--- config.mk ---
export PLATFORM = sky130hd
export DESIGN_NAME = seq_serializer
export DESIGN_NICKNAME = d
export VERILOG_FILES = /design/src/rtl/seq_serializer.sv
export SDC_FILE = /design/constraint.sdc
export NUM_CORES = 1
export LEC_CHECK = 0
export CORE_MARGIN = 8
export CORE_UTILIZATION = 54
export CTS_BUF_LIST = sky130_fd_sc_hd__clkbuf_16
export DETAILED_ROUTE_END_ITERATION = 8
export MAX_ROUTING_LAYER = met4
export PLACE_DENSITY_LB_ADDON = 0.15
export SKIP_LAST_GASP = 1
export SLEW_MARGIN = 40
export SYNTH_ARGS = -nofsm -noshare
export SYNTH_HDL_FRONTEND = slang
export SYNTH_SLANG_ARGS = --single-unit
--- constraint.sdc ---
create_clock -name clock -period 3.56 [get_ports clock]
set_input_delay 0.534 -clock clock [delete_from_list [all_inputs] [get_ports clock]]
set_output_delay 0.534 -clock clock [all_outputs]
set_load 0.02 [all_outputs]
--- src/rtl/seq_serializer.sv ---
// seq_serializer
//   Parallel-to-serial front end for the 1010 sequence detector. Words are
//   taken over a valid/ready handshake and shifted out one bit per cycle in
//   which bit_en is high. A one-word holding buffer lets consecutive words
//   run with no idle bit between them.
//
// Parameters
//   WIDTH      word length in bits (>= 2)
//   MSB_FIRST  1: bit WIDTH-1 leaves first, 0: bit 0 leaves first
//
// Ports
//   clock         rising-edge clock
//   reset         synchronous, active-low reset
//   data_in       word to serialize
//   data_valid    data_in is valid this cycle
//   data_ready    a word can be accepted this cycle (combinational)
//   bit_en        bit-rate strobe; the current bit is consumed only when high
//   serial_out    serial bit to the detector's din (0 between frames)
//   serial_valid  serial_out carries a word bit
//   last_bit      serial_out is the final bit of the current word
//   words_sent    count of fully shifted words, wraps at 16 bits
module seq_serializer #(
    parameter int WIDTH     = 8,
    parameter int MSB_FIRST = 1
) (
    input  logic             clock,
    input  logic             reset,
    input  logic [WIDTH-1:0] data_in,
    input  logic             data_valid,
    output logic             data_ready,
    input  logic             bit_en,
    output logic             serial_out,
    output logic             serial_valid,
    output logic             last_bit,
    output logic [15:0]      words_sent
);

    localparam int CNT_W   = $clog2(WIDTH);
    localparam int OUT_IDX = (MSB_FIRST != 0) ? WIDTH - 1 : 0;
    localparam logic [CNT_W-1:0] LAST_IDX = CNT_W'(WIDTH - 1);

    typedef enum logic {
        IDLE  = 1'b0,
        SHIFT = 1'b1
    } state_t;

    state_t           state;
    state_t           state_nxt;
    logic [WIDTH-1:0] shreg;
    logic [CNT_W-1:0] cnt;
    logic [WIDTH-1:0] hold_reg;
    logic             hold_full;
    logic             accept;
    logic             complete;

    // Move the register one place toward the output end, filling with 0.
    function automatic logic [WIDTH-1:0] shift_out(input logic [WIDTH-1:0] s);
        if (MSB_FIRST != 0) begin
            return {s[WIDTH-2:0], 1'b0};
        end else begin
            return {1'b0, s[WIDTH-1:1]};
        end
    endfunction

    assign data_ready   = reset && !hold_full;
    assign accept       = data_valid && data_ready;
    assign complete     = (state == SHIFT) && bit_en && (cnt == LAST_IDX);

    assign serial_valid = (state == SHIFT);
    assign serial_out   = (state == SHIFT) ? shreg[OUT_IDX] : 1'b0;
    assign last_bit     = serial_valid && (cnt == LAST_IDX);

    always_comb begin
        state_nxt = state;
        case (state)
            IDLE: begin
                if (accept) begin
                    state_nxt = SHIFT;
                end
            end
            SHIFT: begin
                // Stay in SHIFT if another word is buffered or arrives right now.
                if (complete && !hold_full && !accept) begin
                    state_nxt = IDLE;
                end
            end
            default: state_nxt = IDLE;
        endcase
    end

    always_ff @(posedge clock) begin
        if (!reset) begin
            state      <= IDLE;
            hold_full  <= 1'b0;
            cnt        <= '0;
            shreg      <= '0;
            words_sent <= '0;
        end else begin
            state <= state_nxt;
            case (state)
                IDLE: begin
                    // The buffer is bypassed when nothing is shifting.
                    if (accept) begin
                        shreg <= data_in;
                        cnt   <= '0;
                    end
                end
                SHIFT: begin
                    if (complete) begin
                        words_sent <= words_sent + 16'd1;
                        if (hold_full) begin
                            shreg     <= hold_reg;
                            cnt       <= '0;
                            hold_full <= 1'b0;
                        end else if (accept) begin
                            // Word arriving on the completion edge goes
                            // straight into the shifter so no gap appears.
                            shreg <= data_in;
                            cnt   <= '0;
                        end
                    end else begin
                        if (bit_en) begin
                            shreg <= shift_out(shreg);
                            cnt   <= cnt + CNT_W'(1);
                        end
                        if (accept) begin
                            hold_full <= 1'b1;
                        end
                    end
                end
                default: ;
            endcase
        end
    end

    // Holding buffer carries data only; its contents are qualified by hold_full.
    always_ff @(posedge clock) begin
        if (accept && (state == SHIFT) && !complete) begin
            hold_reg <= data_in;
        end
    end

endmodule
### Wire density map

Bar = 20 um. The die is cut into 14 by 14 equal tiles; dark blue is low, red is high, scaled to the fullest tile. Values are wire area over tile area, all layers added.
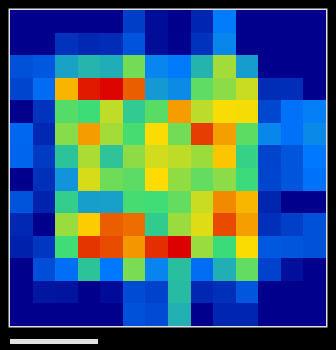
fullest tile: 0.33
emptiest ninth of the die: top right
tiles over half the peak: 32%
via total after detailed routing: 1333
per-cell routed wire length: 14.6 um

### I/O pins on the die edge

Bar = 20 um. Pins as bars across the die edge, other pins in gray.
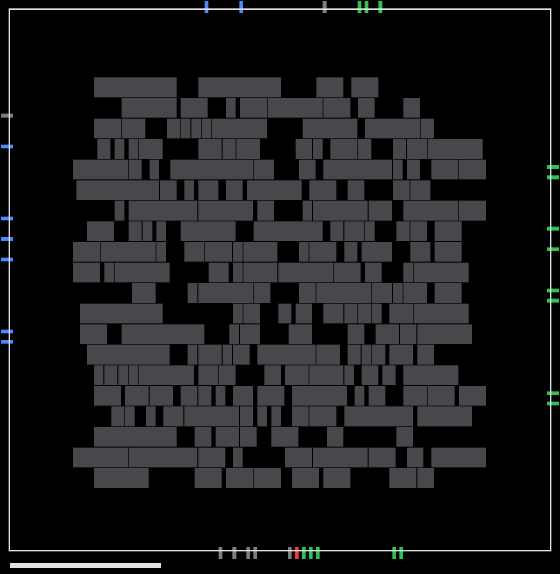
| port | color | pins | direction | edge |
|---|---|---|---|---|
| words_sent | green | 16 | output | 8 right, 5 bottom, 3 top |
| data_in | blue | 8 | input | 6 left, 2 top |
| last_bit | red | 1 | output | bottom |
all pins by edge: 11 bottom, 8 right, 7 left, 6 top

### Met1 routing

Bar = 20 um.
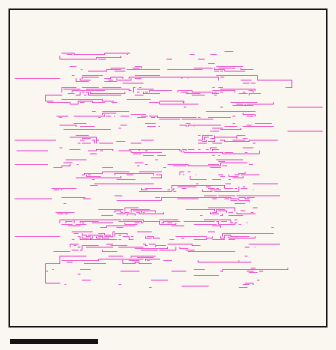
main direction: horizontal
nets with wire on the layer: 205

### Clock routing

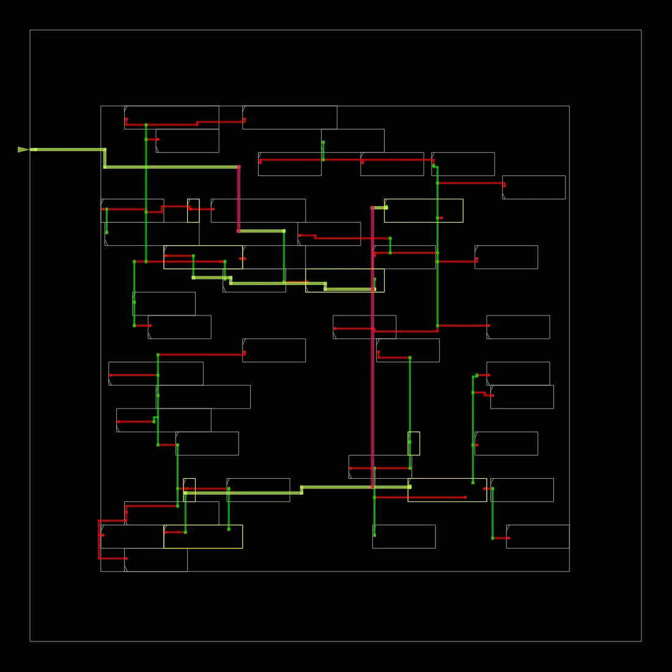
num sequential: 37
insertion delay to the later sink of the worst-skew pair: 0.28 ns
power in the clock group: 406 uW
TritonCTS Sinks: 37
Layout Skew: 0.00347 ns

### Register map, names as in the netlist

Bar = 20 um. Other sequential cells in the stronger gray, the rest of the logic in the fainter gray.
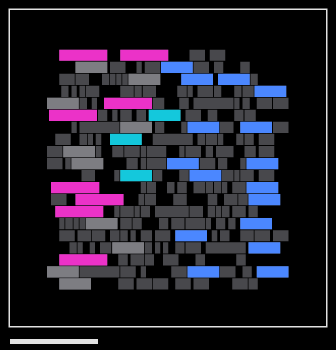
| name in the netlist | color | flops |
|---|---|---|
| hold_reg | magenta | 8 |
| words_sent | blue | 16 |
| cnt | cyan | 3 |

==> results.py <==
# Physical implementation metrics
metrics = {
    "setup_path": {
        "r2r.worst_path.cells": 6,
        "max_stage_delay_ns": 0.62,
        "crit_path_cell_trace": "ha_1 -> ha_1 -> and2_1 -> clkdlybuf4s50_1",
        "timing.critical_path.arrival_ns": 1.94,
        "timing_worst_setup_path_type": "flip-flop to output pin",
        "crit_slowest_cell": "sky130_fd_sc_hd__clkdlybuf4s50_1",
        "critPathRequiredTime_ns": 3.03,
    },
    "drt": {
        "detailedRoute.firstIterationViolations": 111,
        "detailroute.wirelength.met2_um": 1800,
        "wire_length_on_met3_um": 162,
        "top_signal_layer_used": "met4",
        "finalWirelength_um": 3510,
    },
    "final_layout": {
        "layout_top_cell_excl_fill_tap": "sky130_fd_sc_hd__clkdlybuf4s50_1",
        "area_growth_pct": 28.7,
        "seq_area_sq_um": 821,
        "nets": 222,
        "finish.cell_count_without_fillers": 241,
        "nFillCells": 233,
    },
    "global_routing": {
        "grt-busiest-layer": "met2",
        "wire_length_of_the_first_global_routing_pass_um": 6090,
        "groute.usage.overall": 0.154,
        "grt_util_met1": 0.156,
        "largest_net_degree_at_the_start_of_global_routing": 31,
    },
    "power": {
        "peakVddDrop_v": 0.000414,
        "internal_power_summed_over_all_cells_uw": 730,
        "comb_power_share": 0.075,
        "power.total_uw": 931,
        "switchingPower_uw": 202,
        "power.share.sequential": 0.488,
        "power-top-group": "registers",
        "power.leakage_uw": 0.000816,
        "power_density_nw_per_um2": 436,
        "switching_share": 0.216,
    },
    "synthesis": {
        "top_cell": "sky130_fd_sc_hd__dfxtp_1",
        "yosys-stat-area_sq_um": 1660,
        "ys_cells": 174,
        "synth_top_flop_cell": "sky130_fd_sc_hd__dfxtp_1",
        "simple_gate_share": 0.273,
        "adder_share": 0.0226,
        "top_area_cell": "sky130_fd_sc_hd__dfxtp_1",
        "synthDominantCellAreaShare": 0.350,
        "synthesis.instances": 174,
        "yosys.cell_types.count": 37,
        "synth_flop_count": 37,
        "mappedNetlistArea_sq_um": 1660,
    },
    "sta": {
        "timing.final.crit_period_ns": 2.48,
        "setup_violators_final": 0,
        "hold-worst-slack_ns": 0.485,
        "post-route-period-util": 0.695,
        "fmax_ghz": 0.404,
        "post-route-worst-setup-slack_ns": 1.08,
        "timing_worst_slew_pin_value_ns": 0.642,
        "rsz_0062_raised_after_global_routing": "false",
        "max-slew-margin-rel": 0.568,
        "final.setup.tns_ns": 0,
    },
    "clocking": {
        "cts-buffers-inserted": 5,
        "clock_tree.root_cell": "sky130_fd_sc_hd__clkbuf_16",
        "cts_tree": "done",
        "htree_num_levels": 2,
        "holdBufCountCts": 0,
        "cts_max_path_buffers": 2,
        "clkTransAtPathRegs_ns": 0.05,
    },
    "floorplanning": {
        "core_area_sq_um": 2980,
        "chipWidth_um": 71.4,
    },
    "place": {
        "gp_routability_congestion": 0.754,
        "place_hpwl_um": 2540,
        "numPortBuffers": 31,
    },
    "outcome": {
        "run_status": "complete, no violations",
    },
    "hold_path": {
        "hold_ep": "words_sent[15]",
        "hold_path_depth": 2,
    },
    "run": {
        "maxCapViolations": 0,
    },
}
## cell families after synthesis
| family | after synthesis |
|---|---|
| xor+xnor | 8 |
| buf+inv | 14 |
| simple gates | 83 |
| mux | 4 |
| flops | 37 |
| compound gates | 25 |
| fa+ha+maj | 3 |
## worst max path at each step
stage	depth (start not counted)	to	slack (ns)	startpoint
finish	4	last_bit	1.08	cnt[0]
global route	4	last_bit	0.97	cnt[0]
CTS	4	last_bit	1.07	cnt[0]
detailed placement	5	words_sent[15]	0.98	bit_en
global placement	5	words_sent[15]	1.06	bit_en
floorplan	6	words_sent[15]	1.61	cnt[0]
## cell type report
cell class,count,area share
Sequential cell,37,0.385
Multi-Input combinational cell,123,0.368
Timing Repair Buffer,33,0.152
Clock buffer,5,0.0586
Tap cell,33,0.0193
Inverter,7,0.0123
Clock inverter,3,0.00528
Power and IR drop assume default switching activity.
